==> config.mk <==
export PLATFORM = sky130hd
export DESIGN_NAME = serial_alu
export DESIGN_NICKNAME = d
export VERILOG_FILES = /design/src/rtl/serial_alu.sv
export SDC_FILE = /design/constraint.sdc
export NUM_CORES = 1
export LEC_CHECK = 0
export CORE_MARGIN = 2
export CORE_UTILIZATION = 54
export CTS_CLUSTER_SIZE = 28
export DETAILED_ROUTE_END_ITERATION = 16
export PLACE_DENSITY_LB_ADDON = 0.08
export SLEW_MARGIN = 10
export SYNTH_ARGS = -nofsm -noshare
export SYNTH_HDL_FRONTEND = slang
export SYNTH_SLANG_ARGS = --single-unit
==> constraint.sdc <==
create_clock -name clk -period 2.8 [get_ports clk]
set_clock_uncertainty 0.15 [all_clocks]
set_input_delay 0.7 -clock clk [delete_from_list [all_inputs] [get_ports clk]]
set_output_delay 0.7 -clock clk [all_outputs]
set_load 0.1 [all_outputs]
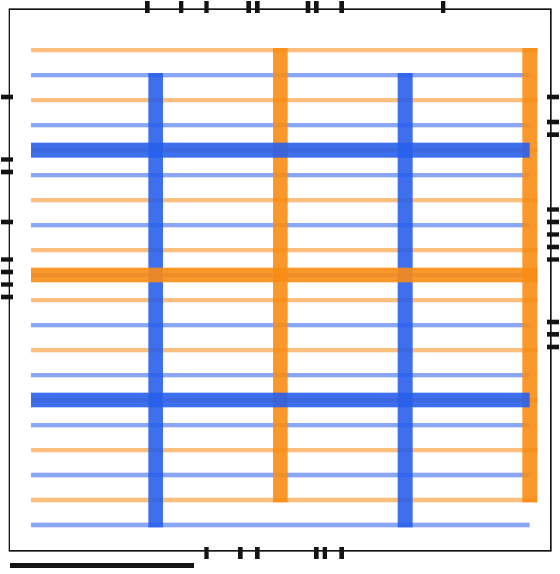
**Above:** supply network.
Scale bar: 20 um. Pins as bars on the die edge.
colour	net
orange	VDD
blue	VSS
met1 rails	20
met5 straps	3
rows	19
met4 straps	4
die height: 58.8 um
Chip Width: 58.8 um
Core Box Area: 0.00281 mm^2

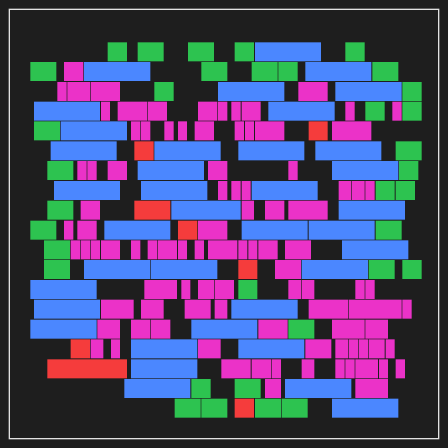
**Above:** placed cells, one colour a class.
colour	class	cells	share of their area
blue	flops	37	47%
green	other buffers and delay cells	35	16%
magenta	all other logic	97	33%
red	clock drivers and dummy loads	8	4.5%
post-layout util: 71.9%
row count: 19
sequential share of cell area: 46.0%

==> run notes <==
run results: status=complete, but fails checks, failing checks=design-rule violations, # nets final=203, M2 GR Usage=29.5%, CP Data Arrival Time=2160 ps, DRT antenna net count=0, registers=37, Tcrit/Tclk final=74.3%, GP Congestion=0.789, Post-CTS Resized=0, Root Driver=clkbuf_4, final instance area=0.00202 mm^2, Synth area leader=dfrtp_1, area reported by Yosys stat=0.00162 mm^2, worst hold slack=341 ps, switch share=47.0%, Log Warnings=27, worst-path fanout max=21, Logic pwr share=50.1%, layout cell share with drive strength beyond 1=20.3%, placed cell area=0.00193 mm^2, Avg Cell Area, Syn=11.5 um^2, clock network area share=4.40%, layout filler cell count=213, GRT busiest layer=met2, Pwr Total=2.69 mW, CTS sink count=37, largest cell class by area=registers, Power Density=1330 mW/mm^2, top achievable clock speed=481 MHz, final WL=2990 um, sw power=1.26 mW, Dominant comb cell=AND-OR/OR-AND gates, Max-slew headroom=60.0%, Commonest Layout Cell=dfrtp_1, Final Setup Violations=0, non-filler cells, final=208, Detail Route met2 WL=1500 um, gr ovfl total=0, ys async rst share=100%, Mux area share=7.57%, number of synthesized flops with an enable pin=0, Most used DFF post-synth=dfrtp_1, I/O pin count=34, comb_multi_in=91, WL/cell=14.4 um, Repair and plain buffers=35, antenna diode instance count=0, post-synth cell types=31, M1 GR Usage=28.6%, clock slew at reported path FFs=110 ps, Post-Synth Adder-Cell Area=4.32%, Max-cap violations=0, sequential power share=35.5%, post-synthesis register bit count=37, Synth Warn #=0, Via density=5.67, total CTS buffers=5, mapped cell area=0.00162 mm^2, WP depth=4, register share after synthesis=57.2%, initial antenna violation count=0, post-CTS setup buffer count=0, worst hold path depth=2, worst slew pin tran=597 ps, XOR Share, Synth=0.541%, IO buf count=33, vias=1180, nonclk inv count=6, Buf/Inv on CP=1, maximum vdd drop=874 uV, Clock Path Buffers=2, tapcell count=31, DR top layer=met4, FF-to-FF setup slack=720 ps, max incr delay on CP=420 ps, Total GRT Usage=20.3%, CP cell instances=and2b_4 -> nand2_1 -> inv_1 -> mux2_2, Clk power=0.389 mW, cell family with most CP delay=simple AND/OR/NAND/NOR gates, met3 wire length=164 um, synthesized netlist cell count=141, CP Capture Type=flip-flop, HP Class=flip-flop to flip-flop, Iteration-0 DRC Markers=51, ao+oa area frac=13.0%, depth of the most critical reg-to-reg path=4, Pleak=0.979 nW, met3 Use GR=6.59%, Final min period=2080 ps, Hold-fix buffers, CTS=0, Pwr top=combinational cells, Req. time, crit path=2880 ps, combinational fraction of the cell area=31.0%, Top Layout Cells=dfrtp_1, nand2_1, clkdlybuf4s50_1, internal power=1.43 mW, synth top area cells=dfrtp_1, nand2_1, a22oi_1, Place WS=380 ps, M1 WL=1300 um, DR DRC count=3, Startpoint Class=flip-flop, Post-DP HPWL=2200 um, worst setup margin=719 ps, CTS tree=yes, global-route wire length before repair=5060 um, yosys stat cell total=141, clock buffers=6, syn nets=168, area of the multi-input gates=624 um^2, Initial Util=57.8%, area delta synth->final=24.5%, cell with the most instances after synthesis=dfrtp_1, combinational power=1.35 mW, H-tree depth=2, Placed Cells incl. Taps=200, number of global-route vias before repair=1056, Crit-path slowest cell=and2b_4, final hold viol count=0, Max-area cell share=55.6%, TritonRoute pass-1 iters=10, setup TNS=0 ps, max-slew violation count=0, clock network power share=14.5%, RSZ-0062 raised after global routing=no, sequential cell area=927 um^2, pin count of the biggest net entering global routing=38, clk_lat worst skew=340 ps, buffering overhead=15.6%, Die ar.=0.00345 mm^2, Sequential Power=0.954 mW, Simple-Gate Area Share=13.0%
Power and IR drop assume default switching activity.
